==> config.mk <==
export PLATFORM = sky130hd
export DESIGN_NAME = mem_arbiter_flat
export DESIGN_NICKNAME = d
export VERILOG_FILES = /design/src/rtl/mem_arbiter_if.sv /design/src/rtl/mem_arbiter.sv /design/src/flat_wrapper.sv
export SDC_FILE = /design/constraint.sdc
export NUM_CORES = 1
export LEC_CHECK = 0
export CORE_AREA = 3 3 79 81
export CTS_CLUSTER_DIAMETER = 200
export DETAILED_ROUTE_END_ITERATION = 16
export DIE_AREA = 0 0 82 84
export PLACE_DENSITY = 0.9
export RECOVER_POWER = 25
export SETUP_SLACK_MARGIN = 0.02
export SLEW_MARGIN = 20
export SYNTH_ARGS = -nofsm -noshare
export SYNTH_HDL_FRONTEND = slang
export SYNTH_SLANG_ARGS = --single-unit
==> constraint.sdc <==
create_clock -name clk_i -period 2.35 [get_ports clk_i]
set_input_delay 0.5875 -clock clk_i [delete_from_list [all_inputs] [get_ports clk_i]]
set_output_delay 0.5875 -clock clk_i [all_outputs]
set_load 0.01 [all_outputs]
### Clock routing, run 1

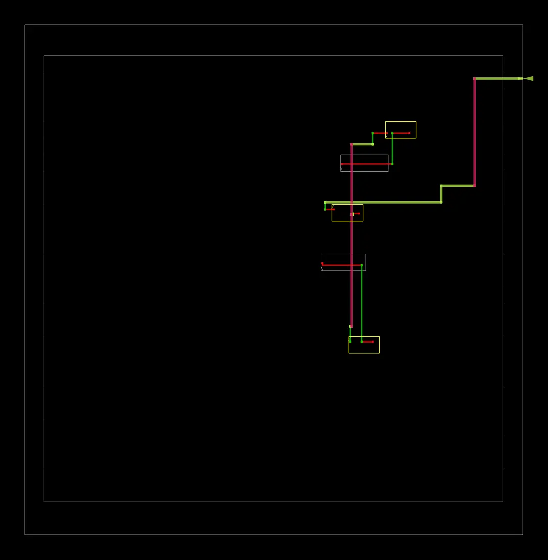
P_clk: 0.142 mW
Flop Count: 2
worst clock skew: 0.001030 ns
Latency at later pin: 0.22 ns

### Routed metal, one colour a layer, run 1

Only two layers are drawn.
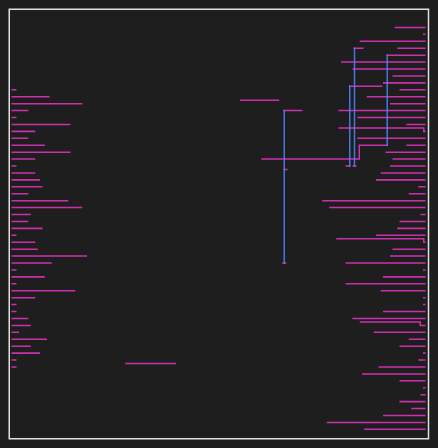
| colour | layer | wire length |
|---|---|---|
| blue | met4 | 86.4 microns |
| magenta | met3 | 734 microns |
Via Count: 1930
routed wire length: 7073 microns
Wirelength per Cell: 15.65 microns
total track usage: 19.81%

### Met1 routing, run 1

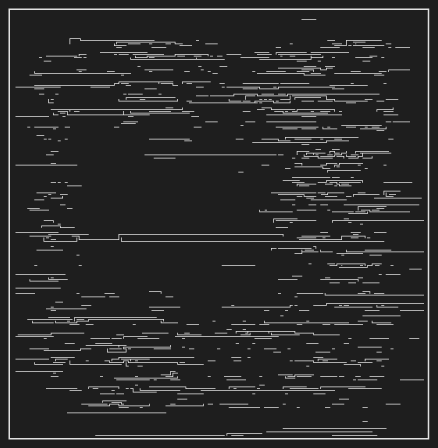
longest straight run: 51.5 microns
nets with wire on the layer: 392
share of all routed wire: 34%
main direction: horizontal
M1 GR Usage: 19.54%

### Signal wires on met2, run 1

Cells faint in the background.
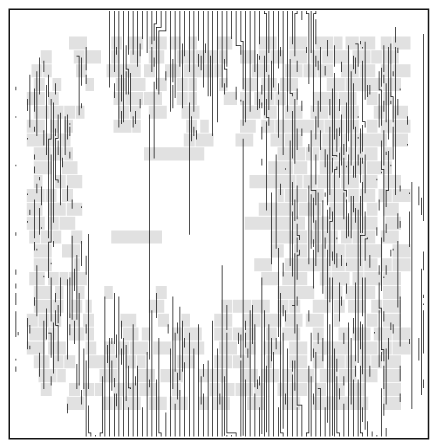
main direction: vertical
share of all routed wire: 55%
nets with wire on the layer: 423
GR Util met2: 38.94%

==> results.json <==
{
  "warning_count": 30,
  "die_x_microns": 82,
  "clkSlewWorstSetupHoldPaths_ns": 0.03,
  "dp_hpwl_microns": 5727,
  "crit_fanout": 1,
  "yosys.area.top_type": "and2_1",
  "relSlewSlack_pct": 84.27,
  "top_area_share_pct": 59.42,
  "reg2reg_slack_ns": 0.49,
  "ys_seq_elements": 2,
  "slowest_delay_ns": 0.53,
  "worst-setup-path-type": "input pin to primary output",
  "critPathLaunchType": "input pin",
  "powerDensity_nw_per_um2": 235.3,
  "postSynthSeqShare_pct": 3.842,
  "finalHoldViolCount": 0,
  "place_inst": 444,
  "dpl_cell_area_sq_um": 3294,
  "final_cell_count_no_fill": 452,
  "tightest_slew_ns": 0.2359,
  "grt_max_degree": 23,
  "fmaxAchievable_mhz": 433.2,
  "grt-ovfl-total": 0,
  "htree_levels": 1,
  "critical_path.slowest_cell": "clkdlybuf4s50_1",
  "rsz0062_at_grt": "no",
  "numCtsBuffers": 3,
  "ff2ff_path_depth": 7,
  "tritoncts": "built",
  "grt_pass1_wl_microns": 10460,
  "crit_path_end_kind": "primary output",
  "syn-cell-area_sq_um": 1042,
  "ys_warn_count": 0,
  "crit_buf_inv": 2,
  "hold_depth": 2,
  "setup_ws_ns": 0.04182,
  "largest_reg_flops": 2,
  "firstDrtPassIters": 4,
  "cp_top_family": "buffers and inverters",
  "outcome": "completed",
  "die_area_sq_um": 6888,
  "cp.depth": 3,
  "hp-class": "flip-flop to flip-flop",
  "drc_errors": 0,
  "synth_nets": 263,
  "top_cells_by_area": "and2_1 (59%), nor2b_1 (8.4%), a22oi_1 (7.2%)",
  "synthCells": 164,
  "initialDrtViolationCount": 30,
  "lay_top_count": "clkdlybuf4s50_1",
  "worstPathArrival_ns": 1.72,
  "finalSetupTns_ns": 0,
  "preCtsSetupSlack_ns": -0.4405,
  "setup_viol": 0,
  "ant_nets": 0,
  "post-route-util_pct": 58.36,
  "drive_above_1_share_pct": 16.09,
  "num_rows": 27,
  "grt_pass1_vias": 2003,
  "cts_sinks": 2,
  "syn_to_final_growth_pct": 210.2,
  "leakage_nw": 1.549,
  "post-route-period-util_pct": 98.22,
  "design.core.area_sq_um": 5540,
  "die_h_microns": 84,
  "avgSynthCellArea_sq_um": 6.355,
  "vias_per_cell": 4.270,
  "layout_min_cycle_time_ns": 2.308,
  "place.gp.congestion": 0.8634,
  "antenna_found_initial": 1,
  "final_cell_mix": "clkdlybuf4s50_1 (121), and2_1 (95), dlygate4sd2_1 (38)",
  "stdcell_area_sq_um": 3233,
  "numPortBuffers": 209,
  "path_cells": "clkdlybuf4s50_1, and2_1, clkdlybuf4s50_1",
  "cts_buffer_depth": 2,
  "whs_ns": 0.4975,
  "finalMaxSlewViolations": 0,
  "io_pins": 210,
  "worst_path_most_repeated_cell": "clkdlybuf4s50_1",
  "yosysCellCount": 164,
  "ys_types": 15,
  "cp.required_ns": 1.76,
  "cap_violations": 0,
  "fin_nets": 480,
  "fp_util_pct": 18.81,
  "ys_chip_area_sq_um": 1042,
  "cts-root-buf": "clkbuf_8",
  "finalPower_mw": 0.7608,
  "vdd_drop_max_v": 0.0001307
}
[run 1: logic make-up (layout without fill, tap and decap cells)]
family,Yosys count,after routing,share of synthesized area [%]
and+or+nand+nor,121,121,72.15
adders and majority gates,5,5,6.002
other,0,1,0
AOI/OAI and AO/OA,20,20,12.24
DFF,2,2,3.842
buffers and inverters,16,231,5.763
[run 1: synthesized netlist by cell type]
master     n
nand2_1    3
nor2b_1   14
clkbuf_1  14
o21ai_1    1
or4_1      1
o21a_1     1
ha_1       5
a22oi_1   10
inv_1      2
dfxtp_1    2
and2_1    99
a21oi_1    8
and3b_1    1
or4b_1     1
nor2_1     2
[run 1: report_power, final]
group          internal, mW  total [mW]  switching, mW
combinational         0.363       0.577          0.214
clock                 0.109       0.142         0.0331
sequential           0.0379      0.0421        0.00422
[run 1: per-layer routing]
metal | GRT usage [%] | share of wire [%] | vias to the layer above
li1 | - | - | 952
met2 | 38.94 | 55 | 111
met1 | 19.54 | 34 | 858
met5 | 0 | 0 | -
met4 | 6.193 | 1.2 | 0
met3 | 4.428 | 10 | 9
[run 1: cell type report]
type	instances	area, sq um
fillers	518	2307
repair buffers	226	2069
clock buffers	3	41.29
flip-flops and latches	2	41.29
inverters	2	7.507
diodes	1	2.502
multi-input cells	146	980.9
well taps	72	90.09
[run 1: timing repair]
action	in CTS	in global routing
resized	137	44
endpoints found under the setup margin	109	43
setup buffers	2	0
hold buffers	0	0
cloned	2	0
hold endpoints to repair	0	0
[run 1: tightest hold or removal path, delay by kind of cell, from the launching register on]
kind	cells	cell delay (ns)
compound gates	1	0.05
simple gates	1	0.06
flops	1	0.34
Power is estimated from default activity; no workload was simulated.
